### config.mk
export PLATFORM = sky130hd
export DESIGN_NAME = fifo_ctrl
export DESIGN_NICKNAME = d
export VERILOG_FILES = /design/src/rtl/fifo_defs.sv /design/src/rtl/fifo_ptr.sv /design/src/rtl/fifo_ctrl.sv
export SDC_FILE = /design/constraint.sdc
export NUM_CORES = 1
export LEC_CHECK = 0
export CAP_MARGIN = 20
export CORE_ASPECT_RATIO = 0.9
export CORE_MARGIN = 2
export CORE_UTILIZATION = 52
export CTS_BUF_LIST = sky130_fd_sc_hd__clkbuf_8
export DETAILED_ROUTE_END_ITERATION = 8
export PLACE_DENSITY_LB_ADDON = 0.05
export SLEW_MARGIN = 20
export SYNTH_ARGS = -nofsm -noshare
export SYNTH_HDL_FRONTEND = slang
export SYNTH_SLANG_ARGS = --single-unit
### constraint.sdc
create_clock -name clk -period 7.9 [get_ports clk]
set_input_delay 1.975 -clock clk [delete_from_list [all_inputs] [get_ports clk]]
set_output_delay 1.975 -clock clk [all_outputs]
set_load 0.05 [all_outputs]
### src/rtl/fifo_defs.sv
// Shared sizing defaults and the wrapping pointer-increment helper for the FIFO controller.
package fifo_defs;
  localparam int MEM_WIDTH  = 10;
  localparam int MEM_LENGHT = 8;
  localparam int ADDR_WIDTH = 4;
  localparam int PTR_MAX_W  = 16;

  // Callers widen/narrow through PTR_MAX_W so one function serves any ADDR_WIDTH.
  function automatic logic [PTR_MAX_W-1:0] ptr_wrap(input logic [PTR_MAX_W-1:0] p,
                                                    input logic [PTR_MAX_W-1:0] last);
    return (p == last) ? '0 : p + PTR_MAX_W'(1);
  endfunction
endpackage

### src/rtl/fifo_ptr.sv
// Wrapping pointer register with enable; counts 0..LEN-1 and then returns to 0.
module fifo_ptr
  import fifo_defs::*;
#(
  parameter int AW  = ADDR_WIDTH,
  parameter int LEN = MEM_LENGHT
) (
  input  logic          clk,
  input  logic          reset_L,
  input  logic          en,
  output logic [AW-1:0] ptr
);
  always_ff @(posedge clk or negedge reset_L)
    if (!reset_L)  ptr <= '0;
    else if (en)   ptr <= AW'(ptr_wrap(PTR_MAX_W'(ptr), PTR_MAX_W'(LEN - 1)));
endmodule

### src/rtl/fifo_ctrl.sv
// Pointer/flag controller for the dual-port FIFO memory: grants, pointers, occupancy,
// threshold flags, sticky error flags and the read-data valid strobe.
module fifo_ctrl
  import fifo_defs::*;
#(
  parameter int MEM_LENGHT      = fifo_defs::MEM_LENGHT,
  parameter int ADDR_WIDTH      = fifo_defs::ADDR_WIDTH,
  parameter int ALMOST_FULL_TH  = 6,
  parameter int ALMOST_EMPTY_TH = 2
) (
  input  logic                  clk,
  input  logic                  reset_L,
  input  logic                  push,
  input  logic                  pop,
  output logic                  write_enable,
  output logic                  read_enable,
  output logic [ADDR_WIDTH-1:0] write_addr,
  output logic [ADDR_WIDTH-1:0] read_addr,
  output logic                  data_valid,
  output logic [ADDR_WIDTH-1:0] fifo_count,
  output logic                  fifo_full,
  output logic                  fifo_empty,
  output logic                  almost_full,
  output logic                  almost_empty,
  output logic                  overflow,
  output logic                  underflow
);
  localparam int RD_LAT = 1;

  logic              wr_ok, rd_ok;
  logic [RD_LAT:1]   vld_pipe;

  // Flags decode only registered count, so no input reaches them combinationally.
  assign fifo_full    = (fifo_count == ADDR_WIDTH'(MEM_LENGHT));
  assign fifo_empty   = (fifo_count == '0);
  assign almost_full  = (fifo_count >= ADDR_WIDTH'(ALMOST_FULL_TH));
  assign almost_empty = (fifo_count <= ADDR_WIDTH'(ALMOST_EMPTY_TH));

  // A full FIFO still takes a push when a pop frees the slot on the same edge.
  assign wr_ok = reset_L & push & (~fifo_full | pop);
  assign rd_ok = reset_L & pop & ~fifo_empty;

  assign write_enable = wr_ok;
  assign read_enable  = rd_ok;
  assign data_valid   = vld_pipe[RD_LAT];

  fifo_ptr #(.AW(ADDR_WIDTH), .LEN(MEM_LENGHT)) u_wr_ptr (
    .clk(clk), .reset_L(reset_L), .en(wr_ok), .ptr(write_addr)
  );

  fifo_ptr #(.AW(ADDR_WIDTH), .LEN(MEM_LENGHT)) u_rd_ptr (
    .clk(clk), .reset_L(reset_L), .en(rd_ok), .ptr(read_addr)
  );

  always_ff @(posedge clk or negedge reset_L)
    if (!reset_L) begin
      fifo_count <= '0;
      overflow   <= 1'b0;
      underflow  <= 1'b0;
      vld_pipe   <= '0;
    end else begin
      case ({wr_ok, rd_ok})
        2'b10:   fifo_count <= fifo_count + ADDR_WIDTH'(1);
        2'b01:   fifo_count <= fifo_count - ADDR_WIDTH'(1);
        default: fifo_count <= fifo_count;
      endcase
      if (push & ~wr_ok) overflow  <= 1'b1;
      if (pop  & ~rd_ok) underflow <= 1'b1;
      vld_pipe[1] <= rd_ok;
      for (int i = 2; i <= RD_LAT; i++) vld_pipe[i] <= vld_pipe[i-1];
    end
endmodule

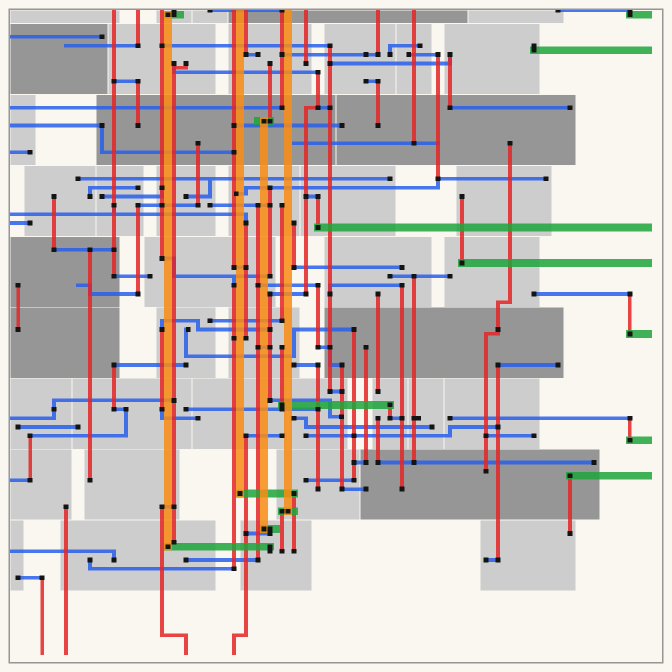
(close-up of the layout)
Window x 22 to 47, y 0 to 25 um. Cells in grey, sequential cells in the stronger grey; small squares are vias.
legend:
  red:
    layer: met2
  green:
    layer: met3
  orange:
    layer: met4
  blue:
    layer: met1
sequential cells in the window: 4
most frequent: clkdlybuf4s50_1 (9), dfrtp_1 (4), mux2_1 (3)
netlist names of flops here include: u_wr_ptr.ptr (3), underflow (1)
cells with their middle in the window: 33

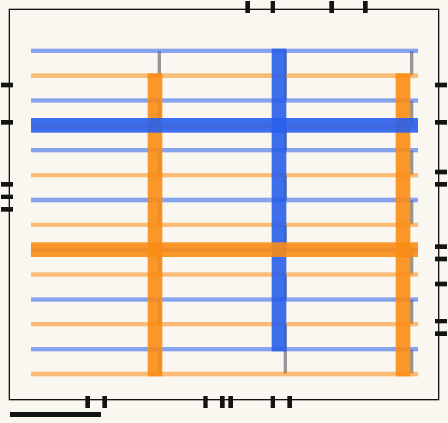
(PDN straps and rails)
The bar under the picture is 10 um long. Pins as bars on the die edge. Tap cells in grey.
legend:
  blue:
    net: VDD
  orange:
    net: VSS
tap cells: 22
met4 straps: 3
signal pins: 25
met1 rails: 14
core area: 1500 um^2
chip width: 46.8 um
die height: 42.5 um

==> results.txt <==
run results: final instance area 1170 um^2, met1 wire length around 800 um, WP depth 4, clock network share of area under 10%, fraction of registers with async set/reset 100%, largest area contributor in the netlist dfrtp_1, dpl ws 1460 ps, flop count 15, wire length per cell ~14 um, AO/OA Area Share 14.1%, top-area cell type share of the netlist area a little over two fifths, HP Class register to register, Setup crit start reset_L, reg2reg path depth 7, first-pass GRT wire length 2.90 mm, outcome complete, no violations, largest net degree at the start of global routing 19, Port-buffer cells 24, Log Warnings 26, chip area ~2000 um^2, TritonCTS Sinks 15, RD Place Congestion between 0.7 and 0.8, critical path's most frequent cell clkdlybuf4s50_1, post-route ant nets 0, slowest stage delay, CP 920 ps, syn nets a little under 90, Synth flops 15, critical path's top delay family buffers and inverters, GR met3 Demand/Resource 4.31%, area grow syn2layout 36.2%, CP Buf/Inv Count 2, Basic Gates by Area approximately 14%, Period minus WS final around 6400 ps, Fmax around 0.16 GHz, Seq share, synth about 44%, via/cell ratio 5.47, initial antenna violation count 0, Non-clk bufs 24, comb_multi_in 52, Taps Inserted 22, Latency at later pin 240 ps, detailed router's first-iteration violation count 14, Resized cells post-CTS 0
